<file path="src/rtl/apb_pkg.sv">
// Shared APB response-mux definitions: phase encoding, default slave count
// and the watchdog counter width helper.
package apb_pkg;

    localparam int NUM_APB_SLAVES = 12;

    typedef enum logic [1:0] {
        ST_IDLE   = 2'd0,
        ST_SETUP  = 2'd1,
        ST_ACCESS = 2'd2,
        ST_FORCE  = 2'd3
    } apb_state_e;

    // Bits needed to hold 0..timeout, never less than one.
    function automatic int cnt_width(input int timeout);
        int w;
        w = 1;
        for (int i = 1; i < 32; i++)
            if ((1 << i) < timeout + 1) w = i + 1;
        return w;
    endfunction

endpackage

</file>
<file path="src/rtl/apb_onehot_sel.sv">
// Lowest-index-wins select of one W-bit slot out of N packed slots.
// Zero select yields zero.
module apb_onehot_sel #(
    parameter int N = 12,
    parameter int W = 32
) (
    input  logic [N-1:0]   sel,
    input  logic [N*W-1:0] data,
    output logic [W-1:0]   out
);

    // Scan from the top down so the lowest set bit is the last, winning write.
    always_comb begin
        out = '0;
        for (int i = N - 1; i >= 0; i--)
            if (sel[i]) out = data[i*W +: W];
    end

endmodule

</file>
<file path="src/rtl/apb_rsp_mux.sv">
// APB response multiplexer with access-phase watchdog. Routes the selected
// slave's PRDATA/PREADY/PSLVERR back to the bridge, forces an error
// completion on a stalled or unselected access, and keeps debug flags.
module apb_rsp_mux
    import apb_pkg::*;
#(
    parameter int NUM_SLAVES = NUM_APB_SLAVES,
    parameter int DATA_WIDTH = 32,
    parameter int TIMEOUT    = 255
) (
    input  logic                             PCLK,
    input  logic                             PRESET,
    input  logic [NUM_SLAVES-1:0]            psel,
    input  logic                             penable,
    input  logic [NUM_SLAVES*DATA_WIDTH-1:0] prdata_s,
    input  logic [NUM_SLAVES-1:0]            pready_s,
    input  logic [NUM_SLAVES-1:0]            pslverr_s,
    input  logic                             err_clr,
    output logic [DATA_WIDTH-1:0]            prdata,
    output logic                             pready,
    output logic                             pslverr,
    output logic                             err_multi,
    output logic                             err_timeout,
    output logic                             err_nosel,
    output logic                             last_err
);

    localparam int               CNT_W   = cnt_width(TIMEOUT);
    localparam logic [CNT_W-1:0] CNT_LIM = CNT_W'((TIMEOUT > 0) ? TIMEOUT - 1 : 0);
    localparam logic [CNT_W-1:0] CNT_MAX = '1;

    apb_state_e       state_q, state_d;
    logic [CNT_W-1:0] cnt_q, cnt_d, cnt_cur;

    logic [DATA_WIDTH-1:0] sel_data;
    logic                  sel_rdy, sel_err;
    logic                  any_sel, multi, in_force, in_access, nosel, hit_limit;

    apb_onehot_sel #(.N(NUM_SLAVES), .W(DATA_WIDTH)) u_sel_data (
        .sel (psel), .data (prdata_s), .out (sel_data)
    );
    apb_onehot_sel #(.N(NUM_SLAVES), .W(1)) u_sel_rdy (
        .sel (psel), .data (pready_s), .out (sel_rdy)
    );
    apb_onehot_sel #(.N(NUM_SLAVES), .W(1)) u_sel_err (
        .sel (psel), .data (pslverr_s), .out (sel_err)
    );

    assign any_sel   = |psel;
    assign multi     = |(psel & (psel - NUM_SLAVES'(1)));
    assign in_force  = (state_q == ST_FORCE);
    assign in_access = !in_force && penable && any_sel;
    assign nosel     = !in_force && penable && !any_sel;

    // The first access cycle arrives with the state still in SETUP/IDLE, so
    // the stall count is only carried over while we were already in ACCESS.
    assign cnt_cur   = (state_q == ST_ACCESS) ? cnt_q : '0;
    assign hit_limit = (TIMEOUT != 0) && (cnt_cur == CNT_LIM);

    // Response path: forced/no-select error completions override the slave.
    always_comb begin
        prdata  = '0;
        pready  = 1'b0;
        pslverr = 1'b0;
        if (PRESET) begin
            prdata = '0;
        end else if (in_force || nosel) begin
            pready  = 1'b1;
            pslverr = 1'b1;
        end else if (in_access) begin
            prdata  = sel_data;
            pready  = sel_rdy;
            pslverr = sel_err & sel_rdy;
        end
    end

    assign err_timeout = in_force && !PRESET;

    // Phase tracking and watchdog: a slave completion beats the limit.
    always_comb begin
        state_d = ST_IDLE;
        cnt_d   = '0;
        if (in_force) begin
            state_d = ST_IDLE;
        end else if (in_access) begin
            if (sel_rdy) begin
                state_d = ST_IDLE;
            end else if (hit_limit) begin
                state_d = ST_FORCE;
            end else begin
                state_d = ST_ACCESS;
                cnt_d   = (cnt_cur == CNT_MAX) ? cnt_cur : cnt_cur + CNT_W'(1);
            end
        end else if (any_sel && !penable) begin
            state_d = ST_SETUP;
        end
    end

    // State and counter registers.
    always_ff @(posedge PCLK) begin
        if (PRESET) begin
            state_q <= ST_IDLE;
            cnt_q   <= '0;
        end else begin
            state_q <= state_d;
            cnt_q   <= cnt_d;
        end
    end

    // Debug flags: sticky errors where a new event beats err_clr.
    always_ff @(posedge PCLK) begin
        if (PRESET) begin
            err_multi <= 1'b0;
            err_nosel <= 1'b0;
            last_err  <= 1'b0;
        end else begin
            if (multi)        err_multi <= 1'b1;
            else if (err_clr) err_multi <= 1'b0;
            if (nosel)        err_nosel <= 1'b1;
            else if (err_clr) err_nosel <= 1'b0;
            if (pready)       last_err  <= pslverr;
        end
    end

endmodule

</file>
<file path="config.mk">
export PLATFORM = sky130hd
export DESIGN_NAME = apb_rsp_mux
export DESIGN_NICKNAME = d
export VERILOG_FILES = /design/src/rtl/apb_pkg.sv /design/src/rtl/apb_onehot_sel.sv /design/src/rtl/apb_rsp_mux.sv
export SDC_FILE = /design/constraint.sdc
export NUM_CORES = 1
export LEC_CHECK = 0
export CAP_MARGIN = 20
export CORE_AREA = 4 4 176 178
export DETAILED_ROUTE_END_ITERATION = 10
export DIE_AREA = 0 0 180 182
export PLACE_DENSITY = 0.48
export SETUP_SLACK_MARGIN = 0.4
export SLEW_MARGIN = 15
export SYNTH_ARGS = -nofsm -noshare
export SYNTH_HDL_FRONTEND = slang
export SYNTH_SLANG_ARGS = --single-unit
</file>
<file path="constraint.sdc">
create_clock -name PCLK -period 5.5 [get_ports PCLK]
set_input_delay 1.1 -clock PCLK [delete_from_list [all_inputs] [get_ports PCLK]]
set_output_delay 1.1 -clock PCLK [all_outputs]
set_load 0.01 [all_outputs]
</file>
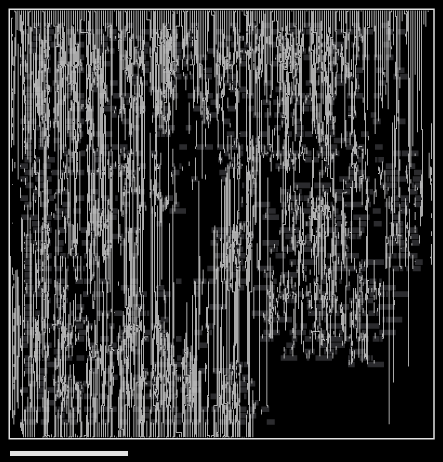
m2.png
Bar = 50 um. Cells faint in the background.
main direction: vertical
share of all routed wire: 53%
nets with wire on the layer: 1405
final wirelength: 44.82 mm
vias after detailed routing: 8612
met2 Use GR: 0.4749

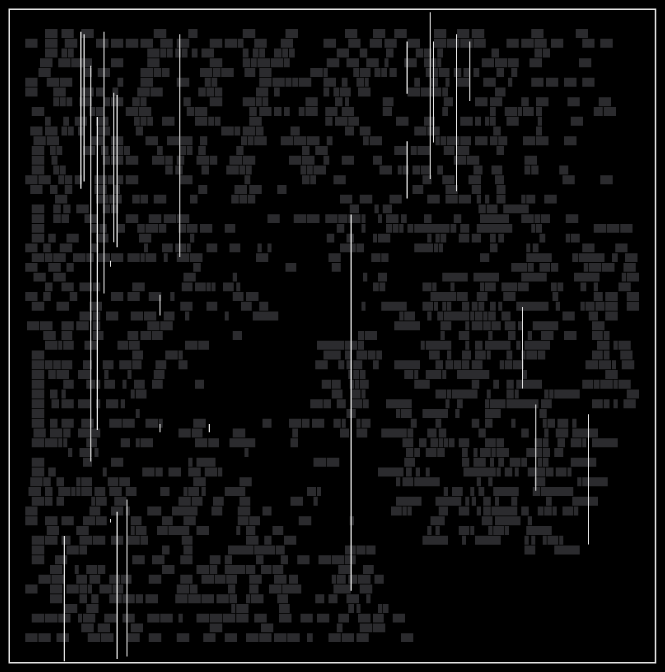
m4.png
Cells faint in the background.
main direction: vertical
wire length on this layer: 981 um
nets with wire on the layer: 23
share of all routed wire: 2.2%
longest straight run: 110 um

==> metrics.cfg <==
[status]
status=finished clean

[finish]
comb_share=0.3941
lay_top_count=clkdlybuf4s50_1
reg_top3=cnt_q (32), state_q (2)
n_all_buffers=520
clock_area_frac=0.01321
seqAreaFraction=0.06857
clkbuf_count=7
final_cells=1654
num-nets-final=1684
largest_reg_flops=32
flop-count=37
logic_gate_count=680
logic_area_mm2=0.004257
fillCellCount=3117
final_cell_mix=clkdlybuf4s50_1, nand2_1, o22ai_1
final_area_mm2=0.01080
layout.nonclk_buf_frac=0.4723

[logic_synthesis]
ys.flops=37
adder_share=0.006591
synth.area.top_cells=dfxtp_1, a221oi_1, o22ai_1, a21oi_1, nand2_1
synth_stat.cells=810
synthesis.instances=810
synth_chip_area_mm2=0.005315
syn-cell-area_mm2=0.005315
largest_area_cell=dfxtp_1
ys_sh_simple=0.3039
ys_sh_xor=0.04779
synthArstFlopShare=0
ys_sh_aoi=0.4289
top_cell_area_share=0.1394
synthFlopType=dfxtp_1

[drt]
viasPerCell=5.207
dr.pass1.iters=5
ant_nets=0
drt_iter0_markers=579
drt-met1-wl_mm=17.25
wl_met2_mm=23.81
drcViolationCount=0

[placement]
dp.cells=1635
port_buffers=461
place_area_mm2=0.01052
dp_hpwl_mm=38.40

[timing]
finalCritPeriodShare=0.9202
holdWs_ns=0.4552
min_period_ns=5.061
tns_ns=0
finalMaxSlewViolations=0
layout_setup_ws_ns=0.4387
slew-limit-headroom=0.4081
max_freq_ghz=0.1976
rsz0062_at_grt=no

[global_route]
grt-ovfl-total=0
grt_usage=0.2529
antenna_found_initial=11
grt_pass1_vias=8634
grt_use_met3=0.05429

[clock_network]
postCtsSetupBuffers=2
h-tree-depth=2
clockRootBuffer=clkbuf_16
clk_pin_slew_worst_paths_ns=0.05
post_cts_resized=19
numCtsBuffers=5
clk_latency_ns=0.28
ctsLongestPathBuffers=2
cts_tree=done

[pwr]
clock_power_mw=0.287
swShare=0.3190
p_leak_nw=3.623
sequentialPowerShare=0.220
pwr-share-comb=0.550

[setup_path]
setup.worst_path.start=psel[8]
r2r-end=cnt_q[8]$_SDFF_PP0_
path_cells=clkdlybuf4s50_1, or2_4, buf_12, a221oi_1, o311ai_0, a221oi_1, or3_1, a21oi_2, clkdlybuf4s50_1
r2r_slack_ns=2.44
cp_num_buf_inv=3
cp.depth=9
cpLargestDelayFamily=buffers and inverters
worstSetupStartpointType=primary input
cp_data_required_time_ns=4.40

[die]
core_mm2=0.02940
dieArea_mm2=0.03276
die_y_um=182

[min_path]
min_path_cells=2

[job]
tool_warnings=28

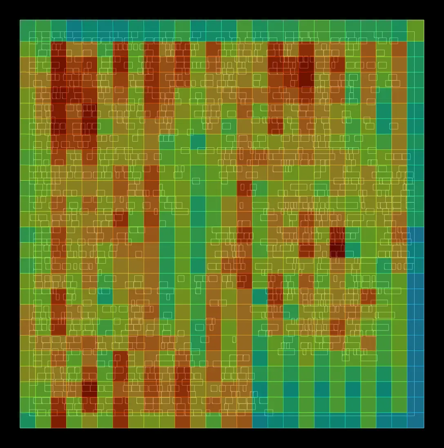
congestion_map.png
utilization after layout: 0.3674
Routed WL per cell: 27.10 um
busiest grt layer: met2

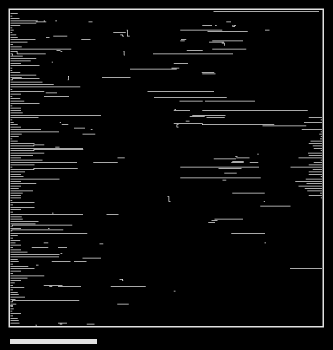
m3.png
Bar = 50 um.
longest straight run: 60.5 um
wire length on this layer: 2710 um
share of all routed wire: 6.0%
nets with wire on the layer: 234
main direction: horizontal

Power figures rest on the tool's default switching activity, not on a simulated workload.
